File: config.mk
export PLATFORM = sky130hd
export DESIGN_NAME = writeback_stage_flat
export DESIGN_NICKNAME = d
export VERILOG_FILES = /design/src/rtl/rv_pkg.sv /design/src/rtl/writeback_stage_if.sv /design/src/rtl/writeback_stage_load_extend.sv /design/src/rtl/writeback_stage.sv /design/src/flat_wrapper.sv
export SDC_FILE = /design/constraint.sdc
export NUM_CORES = 1
export LEC_CHECK = 0
export ABC_AREA = 1
export CAP_MARGIN = 20
export CORE_AREA = 10 10 239 241
export DETAILED_ROUTE_END_ITERATION = 8
export DIE_AREA = 0 0 249 251
export PLACE_DENSITY_LB_ADDON = 0.12
export RECOVER_POWER = 25
export SYNTH_ARGS = -nofsm -noshare
export SYNTH_HDL_FRONTEND = slang
export SYNTH_SLANG_ARGS = --single-unit
File: constraint.sdc
create_clock -name CLK -period 1.55 [get_ports CLK]
set_input_delay 0.3875 -clock CLK [delete_from_list [all_inputs] [get_ports CLK]]
set_output_delay 0.3875 -clock CLK [all_outputs]
set_load 0.05 [all_outputs]
File: src/rtl/rv_pkg.sv
// Shared RV64 pipeline definitions: opcode and load funct3 encodings and the
// writeback state encoding.
package rv_pkg;

    localparam logic [6:0] OP_LOAD   = 7'b0000011;
    localparam logic [6:0] OP_JAL    = 7'b1101111;
    localparam logic [6:0] OP_JALR   = 7'b1100111;
    localparam logic [6:0] OP_SYSTEM = 7'b1110011;
    localparam logic [6:0] OP_OP     = 7'b0110011;
    localparam logic [6:0] OP_IMM    = 7'b0010011;
    localparam logic [6:0] OP_OP32   = 7'b0111011;
    localparam logic [6:0] OP_IMM32  = 7'b0011011;
    localparam logic [6:0] OP_LUI    = 7'b0110111;
    localparam logic [6:0] OP_AUIPC  = 7'b0010111;

    localparam logic [2:0] F3_LB  = 3'b000;
    localparam logic [2:0] F3_LH  = 3'b001;
    localparam logic [2:0] F3_LW  = 3'b010;
    localparam logic [2:0] F3_LD  = 3'b011;
    localparam logic [2:0] F3_LBU = 3'b100;
    localparam logic [2:0] F3_LHU = 3'b101;
    localparam logic [2:0] F3_LWU = 3'b110;

    typedef enum logic [1:0] {
        WB_RUN       = 2'd0,
        WB_SQUASH    = 2'd1,
        WB_TRAP_WAIT = 2'd2
    } wb_state_e;

    // Set/clear forms (funct3[1]=1) with rs1=x0 carry a zero mask and only read the CSR.
    function automatic logic csr_writes(input logic [2:0] funct3, input logic [4:0] rs1);
        return !((rs1 == 5'd0) && funct3[1]);
    endfunction

endpackage

File: src/rtl/writeback_stage_if.sv
// WB stage register from the memory stage, plus the stall back towards it.
interface writeback_stage_if #(
    parameter int XLEN = 64
);
    logic            WB_V;
    logic [31:0]     WB_IR;
    logic [XLEN-1:0] WB_NPC;
    logic [XLEN-1:0] WB_ALU_RESULT;
    logic [XLEN-1:0] WB_MEM_RESULT;
    logic [XLEN-1:0] WB_CSRFD;
    logic            WB_PC_MUX;
    logic            WB_ECALL;
    logic            WB_STALL;

    modport master (
        output WB_V, WB_IR, WB_NPC, WB_ALU_RESULT, WB_MEM_RESULT, WB_CSRFD, WB_PC_MUX, WB_ECALL,
        input  WB_STALL
    );

    modport slave (
        input  WB_V, WB_IR, WB_NPC, WB_ALU_RESULT, WB_MEM_RESULT, WB_CSRFD, WB_PC_MUX, WB_ECALL,
        output WB_STALL
    );
endinterface

File: src/rtl/writeback_stage_load_extend.sv
// Load data extension: right-justified raw load data to a full XLEN register value.
module load_extend
    import rv_pkg::*;
#(
    parameter int XLEN = 64
) (
    input  logic [2:0]      funct3,
    input  logic [XLEN-1:0] raw,
    output logic [XLEN-1:0] ext
);
    always_comb begin
        ext = raw;
        case (funct3)
            F3_LB:   ext = {{(XLEN-8){raw[7]}}, raw[7:0]};
            F3_LH:   ext = {{(XLEN-16){raw[15]}}, raw[15:0]};
            F3_LW:   ext = {{(XLEN-32){raw[31]}}, raw[31:0]};
            F3_LBU:  ext = {{(XLEN-8){1'b0}}, raw[7:0]};
            F3_LHU:  ext = {{(XLEN-16){1'b0}}, raw[15:0]};
            F3_LWU:  ext = {{(XLEN-32){1'b0}}, raw[31:0]};
            default: ext = raw;
        endcase
    end
endmodule

File: src/rtl/writeback_stage.sv
// RV64 writeback: register-file/CSR write, branch redirect with younger-slot squash,
// ECALL trap handshake and retired-instruction counter.
module writeback_stage
    import rv_pkg::*;
#(
    parameter int XLEN          = 64,
    parameter int SQUASH_CYCLES = 4
) (
    input  logic            CLK,
    input  logic            RESET,
    writeback_stage_if.slave wb,
    input  logic            TRAP_ACK,
    output logic            RF_WE,
    output logic [4:0]      RF_DR,
    output logic [XLEN-1:0] RF_DATA,
    output logic            CSR_WE,
    output logic [11:0]     CSR_ADDR,
    output logic [XLEN-1:0] CSR_WDATA,
    output logic            REDIRECT,
    output logic [XLEN-1:0] REDIRECT_PC,
    output logic            TRAP_REQ,
    output logic [XLEN-1:0] TRAP_EPC,
    output logic [63:0]     INSTRET
);
    localparam int CNT_W = $clog2(SQUASH_CYCLES + 1);

    wb_state_e        state_reg, state_next;
    logic [CNT_W-1:0] count_reg, count_next;

    logic [6:0]      opcode;
    logic [2:0]      funct3;
    logic [4:0]      rd;
    logic [4:0]      rs1;
    logic [XLEN-1:0] load_data;
    logic [XLEN-1:0] rd_value;
    logic            rd_write;
    logic            csr_write;
    logic            accept;

    assign opcode = wb.WB_IR[6:0];
    assign rd     = wb.WB_IR[11:7];
    assign funct3 = wb.WB_IR[14:12];
    assign rs1    = wb.WB_IR[19:15];

    assign wb.WB_STALL = (state_reg == WB_TRAP_WAIT);
    assign accept      = wb.WB_V && (state_reg == WB_RUN) && !wb.WB_STALL;

    load_extend #(.XLEN(XLEN)) u_load_extend (
        .funct3 (funct3),
        .raw    (wb.WB_MEM_RESULT),
        .ext    (load_data)
    );

    always_comb begin
        rd_write  = 1'b0;
        csr_write = 1'b0;
        rd_value  = wb.WB_ALU_RESULT;
        case (opcode)
            OP_LOAD: begin
                rd_write = 1'b1;
                rd_value = load_data;
            end
            OP_JAL, OP_JALR: begin
                rd_write = 1'b1;
                rd_value = wb.WB_NPC;
            end
            OP_SYSTEM: begin
                if (funct3 != 3'b000) begin
                    rd_write  = 1'b1;
                    rd_value  = wb.WB_CSRFD;
                    csr_write = csr_writes(funct3, rs1);
                end
            end
            OP_OP, OP_IMM, OP_OP32, OP_IMM32, OP_LUI, OP_AUIPC: rd_write = 1'b1;
            default: rd_write = 1'b0;
        endcase
    end

    always_ff @(posedge CLK) begin
        if (RESET) begin
            state_reg <= WB_RUN;
            count_reg <= '0;
        end else begin
            state_reg <= state_next;
            count_reg <= count_next;
        end
    end

    // Squash counts only real (valid) younger slots; bubbles do not consume it.
    always_comb begin
        state_next = state_reg;
        count_next = count_reg;
        case (state_reg)
            WB_RUN: begin
                if (accept && wb.WB_ECALL) begin
                    state_next = WB_TRAP_WAIT;
                end else if (accept && wb.WB_PC_MUX) begin
                    state_next = WB_SQUASH;
                    count_next = CNT_W'(SQUASH_CYCLES);
                end
            end
            WB_TRAP_WAIT: begin
                if (TRAP_ACK) begin
                    state_next = WB_SQUASH;
                    count_next = CNT_W'(SQUASH_CYCLES);
                end
            end
            WB_SQUASH: begin
                if (wb.WB_V) begin
                    count_next = count_reg - 1'b1;
                    if (count_reg <= CNT_W'(1)) begin
                        state_next = WB_RUN;
                    end
                end
            end
            default: state_next = WB_RUN;
        endcase
    end

    always_ff @(posedge CLK) begin
        if (RESET) begin
            RF_WE       <= 1'b0;
            RF_DR       <= '0;
            RF_DATA     <= '0;
            CSR_WE      <= 1'b0;
            CSR_ADDR    <= '0;
            CSR_WDATA   <= '0;
            REDIRECT    <= 1'b0;
            REDIRECT_PC <= '0;
            TRAP_REQ    <= 1'b0;
            TRAP_EPC    <= '0;
            INSTRET     <= '0;
        end else begin
            RF_WE    <= accept && rd_write && (rd != 5'd0);
            CSR_WE   <= accept && csr_write;
            REDIRECT <= accept && !wb.WB_ECALL && wb.WB_PC_MUX;
            if (accept) begin
                RF_DR     <= rd;
                RF_DATA   <= rd_value;
                CSR_ADDR  <= wb.WB_IR[31:20];
                CSR_WDATA <= wb.WB_ALU_RESULT;
            end
            if (accept && !wb.WB_ECALL && wb.WB_PC_MUX) begin
                REDIRECT_PC <= {wb.WB_ALU_RESULT[XLEN-1:1], 1'b0};
            end
            if (accept && wb.WB_ECALL) begin
                TRAP_REQ <= 1'b1;
                TRAP_EPC <= wb.WB_NPC - XLEN'(4);
            end else if ((state_reg == WB_TRAP_WAIT) && TRAP_ACK) begin
                TRAP_REQ <= 1'b0;
            end
            if (accept && !wb.WB_ECALL) begin
                INSTRET <= INSTRET + 64'd1;
            end
        end
    end
endmodule

File: src/flat_wrapper.sv
// flat-port wrapper written by rule: the top's interface ports become plain ports
module writeback_stage_flat import rv_pkg::*;
#(
    parameter int XLEN          = 64,
    parameter int SQUASH_CYCLES = 4
)
  (CLK, RESET, TRAP_ACK, RF_WE, RF_DR, RF_DATA, CSR_WE, CSR_ADDR, CSR_WDATA, REDIRECT, REDIRECT_PC, TRAP_REQ, TRAP_EPC, INSTRET, wb_WB_V, wb_WB_IR, wb_WB_NPC, wb_WB_ALU_RESULT, wb_WB_MEM_RESULT, wb_WB_CSRFD, wb_WB_PC_MUX, wb_WB_ECALL, wb_WB_STALL);
  writeback_stage_if #(.XLEN(XLEN)) wb_i ();
  input  logic CLK;
  input  logic RESET;
  input  logic TRAP_ACK;
  output logic RF_WE;
  output logic [4:0] RF_DR;
  output logic [XLEN-1:0] RF_DATA;
  output logic CSR_WE;
  output logic [11:0] CSR_ADDR;
  output logic [XLEN-1:0] CSR_WDATA;
  output logic REDIRECT;
  output logic [XLEN-1:0] REDIRECT_PC;
  output logic TRAP_REQ;
  output logic [XLEN-1:0] TRAP_EPC;
  output logic [63:0] INSTRET;
  input wire logic [$bits(wb_i.WB_V)-1:0] wb_WB_V;
  input wire logic [$bits(wb_i.WB_IR)-1:0] wb_WB_IR;
  input wire logic [$bits(wb_i.WB_NPC)-1:0] wb_WB_NPC;
  input wire logic [$bits(wb_i.WB_ALU_RESULT)-1:0] wb_WB_ALU_RESULT;
  input wire logic [$bits(wb_i.WB_MEM_RESULT)-1:0] wb_WB_MEM_RESULT;
  input wire logic [$bits(wb_i.WB_CSRFD)-1:0] wb_WB_CSRFD;
  input wire logic [$bits(wb_i.WB_PC_MUX)-1:0] wb_WB_PC_MUX;
  input wire logic [$bits(wb_i.WB_ECALL)-1:0] wb_WB_ECALL;
  output wire logic [$bits(wb_i.WB_STALL)-1:0] wb_WB_STALL;
  assign wb_i.WB_V = wb_WB_V;
  assign wb_i.WB_IR = wb_WB_IR;
  assign wb_i.WB_NPC = wb_WB_NPC;
  assign wb_i.WB_ALU_RESULT = wb_WB_ALU_RESULT;
  assign wb_i.WB_MEM_RESULT = wb_WB_MEM_RESULT;
  assign wb_i.WB_CSRFD = wb_WB_CSRFD;
  assign wb_i.WB_PC_MUX = wb_WB_PC_MUX;
  assign wb_i.WB_ECALL = wb_WB_ECALL;
  assign wb_WB_STALL = wb_i.WB_STALL;
  writeback_stage #(.XLEN(XLEN), .SQUASH_CYCLES(SQUASH_CYCLES)) u_core (.CLK(CLK), .RESET(RESET), .wb(wb_i), .TRAP_ACK(TRAP_ACK), .RF_WE(RF_WE), .RF_DR(RF_DR), .RF_DATA(RF_DATA), .CSR_WE(CSR_WE), .CSR_ADDR(CSR_ADDR), .CSR_WDATA(CSR_WDATA), .REDIRECT(REDIRECT), .REDIRECT_PC(REDIRECT_PC), .TRAP_REQ(TRAP_REQ), .TRAP_EPC(TRAP_EPC), .INSTRET(INSTRET));
endmodule
==> impl_metrics.json <==
{
  "yosysSeqAreaShare": 0.389,
  "crit_fanout": 5,
  "synth-seq-cells": 345,
  "synthFlopType": "dfxtp_1",
  "drv_cap": 0,
  "ff_count": 345,
  "dp_cells": 4347,
  "mux_area_frac": 0,
  "post-cts-setup-buffers": 117,
  "dp_hpwl_um": 87600,
  "busiest_layer": "met2",
  "grtUsageMet3": 0.116,
  "die_h_um": 251,
  "ctsHoldBuffers": 0,
  "relSlewSlack": 0.475,
  "num_rows": 84,
  "worstSetupPathDepth": 12,
  "violations": "setup timing",
  "synth.distinct_cells": 47,
  "max_freq_ghz": 0.559,
  "synthesis.nets": 3023,
  "clk_pin_slew_ps": 60,
  "fp_util": 0.340,
  "grt_max_degree": 87,
  "buf_share": 0.421,
  "grt_pass1_vias": 24674,
  "cts_buffer_depth": 3,
  "synth.cell_area_um2": 17700,
  "yosysTopAreaCell": "dfxtp_1",
  "hold_ws_ps": 199,
  "largest_class": "buffers",
  "wl_met3_um": 11600,
  "top_area_frac": 0.389,
  "ys_warn_count": 0,
  "cts_sinks": 345,
  "warning_count": 30,
  "portBuffers": 634,
  "cts-root-buf": "clkbuf_16",
  "p_leak_nw": 16.5,
  "critical_path.cell_chain": "nor2_4 -> nand3_4 -> buf_12 -> buf_12 -> nor2_4 -> nand2_2 -> nor2_4 -> nand2_4 -> nor2_4 -> nand3_2 -> nand2_2 -> nor2_2",
  "n_all_buffers": 1263,
  "drt_wl_total_um": 121000,
  "drt-met1-wl_um": 44400,
  "yosys-top-cells-area": "dfxtp_1, nand2_1, nor2_1, o21ai_0, a21oi_1",
  "tritoncts": "built",
  "p_sw_mw": 12.2,
  "hold_viol": 0,
  "place_congestion": 1.00,
  "grt_use_met2": 0.600,
  "p_comb_frac": 0.383,
  "p_per_area_nw_per_um2": 871,
  "slowest_delay_ps": 340,
  "grt.total_usage": 0.354,
  "grt_overflow": 0,
  "holdPathEnd": "u_core.TRAP_EPC[4]$_SDFFE_PP0P_",
  "hold_path_class": "input pin to register",
  "core-area_um2": 52200,
  "ioPinCount": 636,
  "startpoint": "u_core.state_reg[0]$_SDFFE_PP0P_",
  "drtAntennaViolNets": 0,
  "finalSetupTns_ps": -33180,
  "syn_inst": 2725,
  "cts_resized": 697,
  "clockPowerShare": 0.308,
  "sh_seq_area": 0.183,
  "edf_count": 0,
  "highest_layer": "met5",
  "clock_area_frac": 0.0366,
  "chip_area_um2": 62500,
  "cp_top_family": "simple AND/OR/NAND/NOR gates",
  "ir_worst_vdd_v": 0.000913,
  "yosys.area_share.adder": 0.00282,
  "vias": 24915,
  "final.fill_count": 3803,
  "comb_area_um2": 12200,
  "nMultiInputCombCells": 2036,
  "drive_gt1_frac": 0.443,
  "antenna_found_initial": 47,
  "syn_area_per_cell_um2": 6.51,
  "instances_no_fill": 4646,
  "finalSetupViolCount": 413,
  "regToRegEndpoint": "u_core.INSTRET[54]$_SDFFE_PP0P_",
  "crit_path_end": "u_core.INSTRET[54]$_SDFFE_PP0P_",
  "layout_top_cells": "nand2_1, buf_4, buf_12",
  "r2r_start": "u_core.state_reg[0]$_SDFFE_PP0P_",
  "period_needed_ps": 1790,
  "outcome": "finished, violations left",
  "worst_slack_ps": -238,
  "tightest_slew_ps": 781,
  "grt_util_met1": 0.397,
  "met2WireLength_um": 58000,
  "crit_path_end_kind": "register",
  "comb_area_frac": 0.313,
  "n_all_inverters": 205,
  "grt_pass1_wl_um": 168000,
  "common_cells": "nand2_1, nor2_1, dfxtp_1",
  "layout.area.seq_um2": 7150,
  "rsz0062_at_grt": "true",
  "r2r_slack_ps": -240,
  "cp_num_buf_inv": 2,
  "cp_slowest_cell": "dfxtp_2",
  "avgRoutedWirePerCell_um": 26.0,
  "final_common_cell": "nand2_1",
  "ys_sh_simple": 0.348,
  "num_tap_cells": 688,
  "syn_to_final_growth_pct": 120,
  "r2r_cells": 12,
  "die_w_um": 249,
  "synth_async_sr_flop_share": 0,
  "topCombFamilyByArea": "simple AND/OR/NAND/NOR gates",
  "required_ps": 2020,
  "path_class": "register to register",
  "slew_violations": 0,
  "avgViaCountPerCell": 5.36,
  "min_from": "wb_WB_NPC[4]",
  "cpMostUsedCell": "nor2_4",
  "ys_area_um2": 17700,
  "antennaDiodeCount": 32,
  "synthXorXnorAreaFrac": 0.0158
}
metrics by stage:
stage	instance area [um2]	worst slack, ps
global route	39100	-294
detailed placement	31700	-943
finish	39100	-238
CTS	37200	-244
floorplan	17900	-112
global placement	31700	-922
power groups by stage:
stage / clock network, mW / registers (mW) / logic (mW)
after floorplan: 0 / 12.7 / 2.14
after global placement: 0 / 10.6 / 10.3
after detailed placement: 0 / 10.6 / 10.4
after CTS: 10.5 / 10.5 / 12.3
after global routing: 10.9 / 10.6 / 13.4
final: 10.5 / 10.5 / 13.0
tightest hold or removal path: cells and delay by family:
kind            cells  cell delay [ps]
compound gates      1               80
buf+inv             2              210
simple gates        1               60
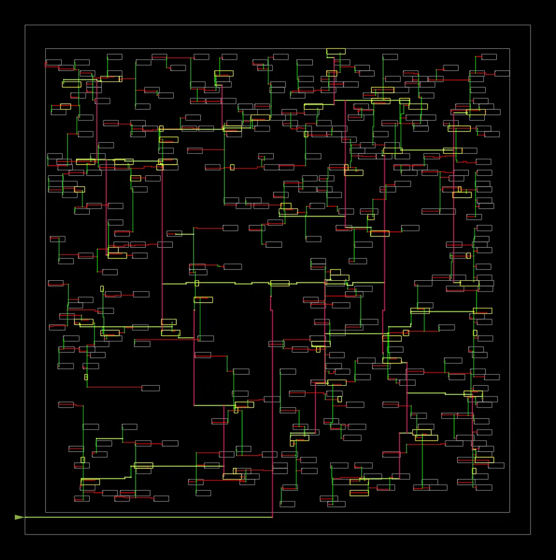
Fig. 1. Clock nets.
clk_lat worst skew: 600 ps
clock buf count: 57
TritonCTS buffer count: 42
clock skew: 30.1 ps

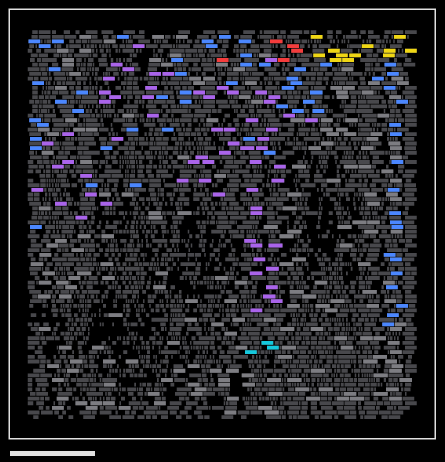
Fig. 2. Register map, names as in the netlist.
Scale bar: 50 um. Other sequential cells in the stronger grey, the rest of the logic in the fainter grey.
yellow -> u_core.CSR_ADDR  # flops 12, where north-east
purple -> u_core.RF_DATA  # flops 64
red -> u_core.RF_DR  # flops 5
cyan -> u_core.count_reg  # flops 3
blue -> u_core.REDIRECT_PC  # flops 63
not coloured = 198

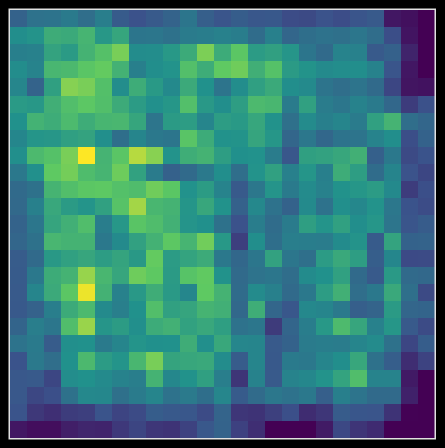
Fig. 3. Wiring heat map.
The die is cut into 25 by 25 equal tiles; dark purple is low, yellow is high, scaled to the fullest tile. Values are wire area over tile area, all layers added.
nearly empty tiles = 2.2%
fullest tile = 0.75
mean over tiles = 0.33

Power figures rest on the tool's default switching activity, not on a simulated workload.
